Fig. 1: run 1, metal 1
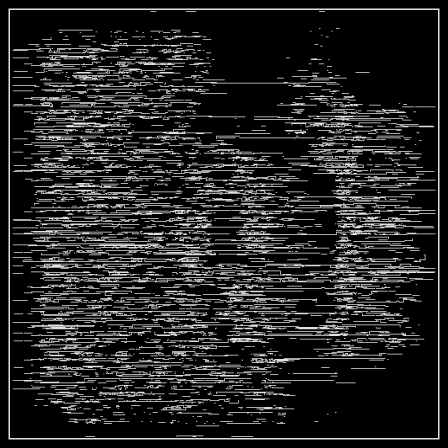
Fig. 2: run 1, met2 routing
Bar = 50 µm. Cells faint in the background.
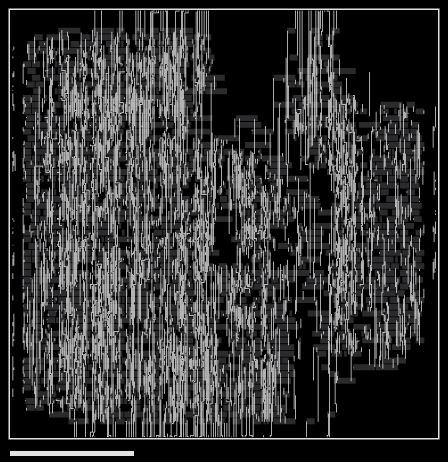
Fig. 3: run 1, M3 wires
Bar = 50 µm.
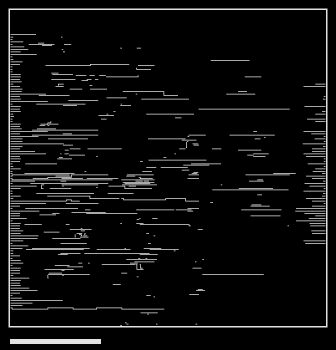
Fig. 4: run 1, the metal 4 layer
Cells faint in the background.
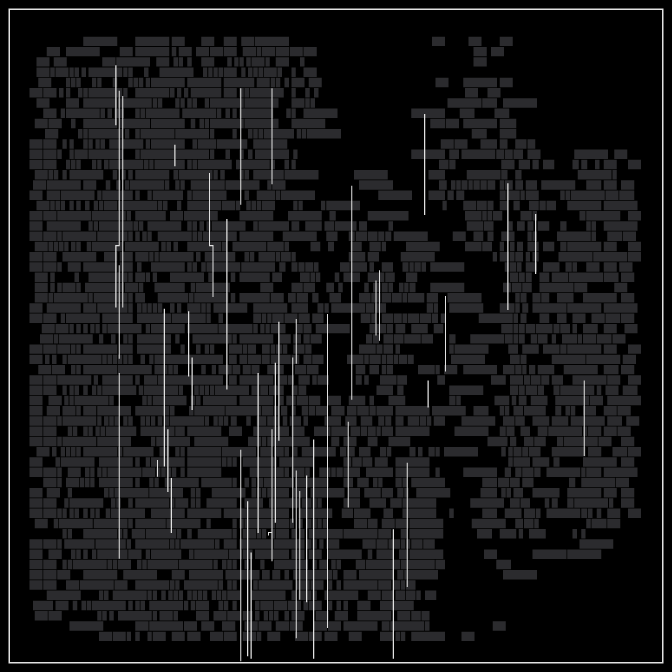
==> config.mk <==
export PLATFORM = sky130hd
export DESIGN_NAME = psum_sum_xchg
export DESIGN_NICKNAME = d
export VERILOG_FILES = /design/src/rtl/psum_xchg_pkg.sv /design/src/rtl/xchg_rx_port.sv /design/src/rtl/psum_sum_xchg.sv
export SDC_FILE = /design/constraint.sdc
export NUM_CORES = 1
export LEC_CHECK = 0
export ABC_CLOCK_PERIOD_IN_PS = 9200
export CAP_MARGIN = 20
export CORE_MARGIN = 5
export CORE_UTILIZATION = 50
export CTS_CLUSTER_SIZE = 8
export DETAILED_ROUTE_END_ITERATION = 7
export PLACE_DENSITY = 0.85
export SYNTH_ARGS = -nofsm -noshare
export SYNTH_HDL_FRONTEND = slang
export SYNTH_SLANG_ARGS = --single-unit
export TNS_END_PERCENT = 100
==> constraint.sdc <==
create_clock -name clk -period 9.2 [get_ports clk]
set_input_delay 2.3 -clock clk [delete_from_list [all_inputs] [get_ports clk]]
set_output_delay 2.3 -clock clk [all_outputs]
set_load 0.03 [all_outputs]
==> results.py <==
# Synthesis and PnR figures
metrics = {
    "placement": {
        "placed_area_um2": 16100,
        "portBuffers": 266,
        "gp_congestion": 0.890,
        "hpwl_mm": 28.3,
    },
    "min_path": {
        "hold_path.class": "register to register",
        "whs_path_depth": 0,
    },
    "final_timing": {
        "hold_violations": 0,
        "fin_skew_ns": 0.0236,
        "hold_slack_ns": 0.348,
        "slew_headroom": 0.293,
        "finalCriticalPeriod_ns": 5.92,
        "rsz0062_at_grt": "no",
        "slew_violations": 0,
        "min_period_over_period": 0.643,
        "setup-tns-final_ns": 0,
        "fmax_mhz": 169,
        "setup_viol": 0,
        "worst_pin_slew_ns": 1.06,
    },
    "clock_network": {
        "numCtsBuffers": 36,
        "cts_num_sinks": 247,
        "clk_latency_ns": 0.52,
        "h-tree-depth": 2,
        "hold_buffers": 0,
        "cts_resized": 0,
        "root_buffer": "clkbuf_16",
        "cts_tree": "yes",
        "cts_buffer_depth": 3,
        "post_cts_buffers": 0,
        "clkTransAtPathRegs_ns": 0.05,
    },
    "setup_path": {
        "rrSetupSlack_ns": 3.72,
        "crit_buf_inv": 2,
        "worstSetupStartpointType": "register",
        "worst-r2r-cell-count": 15,
        "path_delay_family": "buffers and inverters",
        "path_cells": "buf_4 > mux4_2 > mux2i_1 > nor2_1 > clkdlybuf4s50_1",
        "cpPeakStageDelay_ns": 0.65,
        "critical-path-slowest-cell": "clkdlybuf4s50_1",
        "worstPathRequired_ns": 6.90,
        "crit_cells": 5,
        "worstPathMaxFanout": 44,
        "worstSetupPathType": "register to output pin",
        "cp-end-kind": "output pin",
        "arrival_ns": 3.62,
    },
    "floorplan": {
        "pin_count": 267,
        "rows": 59,
        "fp_util": 0.509,
        "dieHeight_um": 173,
        "die_area_um2": 29900,
        "fp.dieW_um": 173,
        "core_area_um2": 26100,
    },
    "synthesis": {
        "postSynthCellCount": 1421,
        "yosysSeqAreaShare": 0.466,
        "top_area_frac": 0.466,
        "synth_area_um2": 13300,
        "synth_nets": 1668,
        "synthTopCellsByArea": "dfrtp_1, nand2_1, mux4_2",
        "edf_count": 0,
        "post_synth.cell_area_avg_um2": 9.34,
        "ys_cells": 1421,
        "ff_type": "dfrtp_1",
        "ys_seq_elements": 247,
        "synth-area-yosys_um2": 13300,
        "yosys.area.top_type": "dfrtp_1",
        "async_reset_ff_frac": 1.00,
        "synth_warnings": 0,
        "synth.distinct_cells": 63,
    },
    "route": {
        "remaining_drc_errors": 0,
        "first_pass_iters": 5,
        "wire_per_inst_um": 19.3,
        "drt_iter0_markers": 993,
        "ant_nets": 0,
        "via_per_inst": 5.71,
    },
    "grt": {
        "grt_max_degree": 145,
        "grt-ovfl-total": 0,
        "antenna_found_initial": 1,
        "groute.usage.overall": 0.253,
        "grt_pass1_wl_mm": 62.6,
        "first_global_vias": 11968,
    },
    "layout": {
        "design_area_um2": 17100,
        "syn_to_final_growth_pct": 29.1,
        "nets": 1912,
        "drive_above_1_share": 0.0809,
        "largest_reg_flops": 160,
    },
    "run": {
        "warning_count": 35,
        "maxCapViolations": 0,
    },
    "run_status": {
        "status": "finished, final reports clean",
    },
    "pwr": {
        "vdd_ir_drop_max_v": 0.000278,
        "p_leak_nw": 8.06,
        "power.density_nw_per_um2": 489,
    },
}
Back to the opening pictures, Fig. 1:
longest straight run: 40.9 µm
main direction: horizontal
via count: 11,444
met1 usage: 0.322
routed wire length: 38.7 mm

Back to the opening pictures, Fig. 2:
share of all routed wire: 48%
main direction: vertical
nets with wire on the layer: 1,629
longest straight run: 66.3 µm
met2 GRT Util: 0.425

Back to the opening pictures, Fig. 3:
share of all routed wire: 8.7%
wire length on this layer: 3,370 µm
longest straight run: 54.7 µm
main direction: horizontal
nets with wire on the layer: 308
GR Util met3: 0.0638

Back to the opening pictures, Fig. 4:
nets with wire on the layer: 36
main direction: vertical
wire length on this layer: 1,330 µm
share of all routed wire: 3.4%

-- run 1: cell usage after synthesis, types with 4 or more instances --
master and n:
nand2_1 558, dfrtp_1 247, clkbuf_1 57, ha_1 55, nor2_1 52, o21ai_0 48, a21oi_1 44, mux4_2 40
xnor2_1 31, mux2_2 26, mux2i_1 22, xor2_1 21, inv_1 19, o21a_1 17, a21o_1 16, and2_1 12
a31oi_1 11, a211oi_1 9, nand4_1 9, nand2b_1 8, nor3_1 8, and3_1 7, buf_2 7, o31ai_1 7
o21bai_1 6, a22o_1 5, nor2b_1 5, o211ai_1 5, o21ai_1 5, a311o_1 4, buf_6 4, nand3_1 4
-- run 1: report_power, final --
group          switching, mW  total [mW]  internal, mW
Sequential             0.425        2.04          1.61
Clock                  0.462        1.18         0.715
Combinational           2.95        5.17          2.22
-- run 1: routing by layer --
layer	up-vias	routed length (µm)	track usage
met5	-	0	0
met4	0	1330	0.0852
met3	93	3370	0.0638
met2	557	18600	0.425
met1	5493	15500	0.322
li1	5301	-	-
-- run 1: stage by stage --
step	worst slack, ns	power, mW	instances	util
global placement	3.86	6.97	1962	0.619
detailed placement	3.81	7.13	1962	0.619
CTS	3.29	8.37	2004	0.657
global route	3.15	9.01	2005	0.657
finish	3.28	8.38	2005	0.657
floorplan	4.90	5.64	1421	-
-- run 1: layout make-up --
cell class	instances	area, µm²
fillers	1923	8930
multi-input cells	1084	6720
flip-flops and latches	247	6180
repair buffers	276	2740
clock buffers	40	937
well taps	335	419
inverters	20	75.1
clock inverters	2	46.3
diodes	1	2.50
-- run 1: placed cells by master, fill, tap and decap left out, drive strengths merged, types with 5 or more instances in the layout --
master           n
and2            12
nor2            54
o21a            17
nor3             8
a21oi           44
clkbuf          40
and3             7
clkdlybuf4s50  265
mux4            40
ha              55
dfrtp          247
a211oi           9
o211ai           5
a21o            16
xnor2           31
a22o             5
a31oi           11
o21bai           6
nand3            5
nand2          558
nand2b           8
mux2i           24
nand4            9
mux2            26
nor2b            5
xor2            21
o31ai            7
o21ai           53
buf             11
inv             20
-- run 1: logic make-up (layout without fill, tap and decap cells) --
group           Yosys count  after routing  synth area share
mux                      90             90             0.109
flops                   247            247             0.466
compound gates          203            203             0.101
simple gates            682            682             0.207
buf+inv                  90            338            0.0284
fa+ha+maj                57             57            0.0549
other cells               0              1                 0
xor+xnor                 52             52            0.0343
-- run 1: worst reg2reg max path: cells and delay by family, from the launching register on --
| family | cells | cell delay, ns |
|---|---|---|
| buffers and inverters | 1 | 0.64 |
| flip-flops | 1 | 0.33 |
| AND/OR/NAND/NOR | 3 | 0.89 |
| AND-OR/OR-AND | 6 | 1.71 |
| multiplexers | 3 | 1.36 |
| XOR/XNOR | 1 | 0.19 |
| adder cells (fa/ha/maj) | 1 | 0.28 |
Power figures rest on the tool's default switching activity, not on a simulated workload.
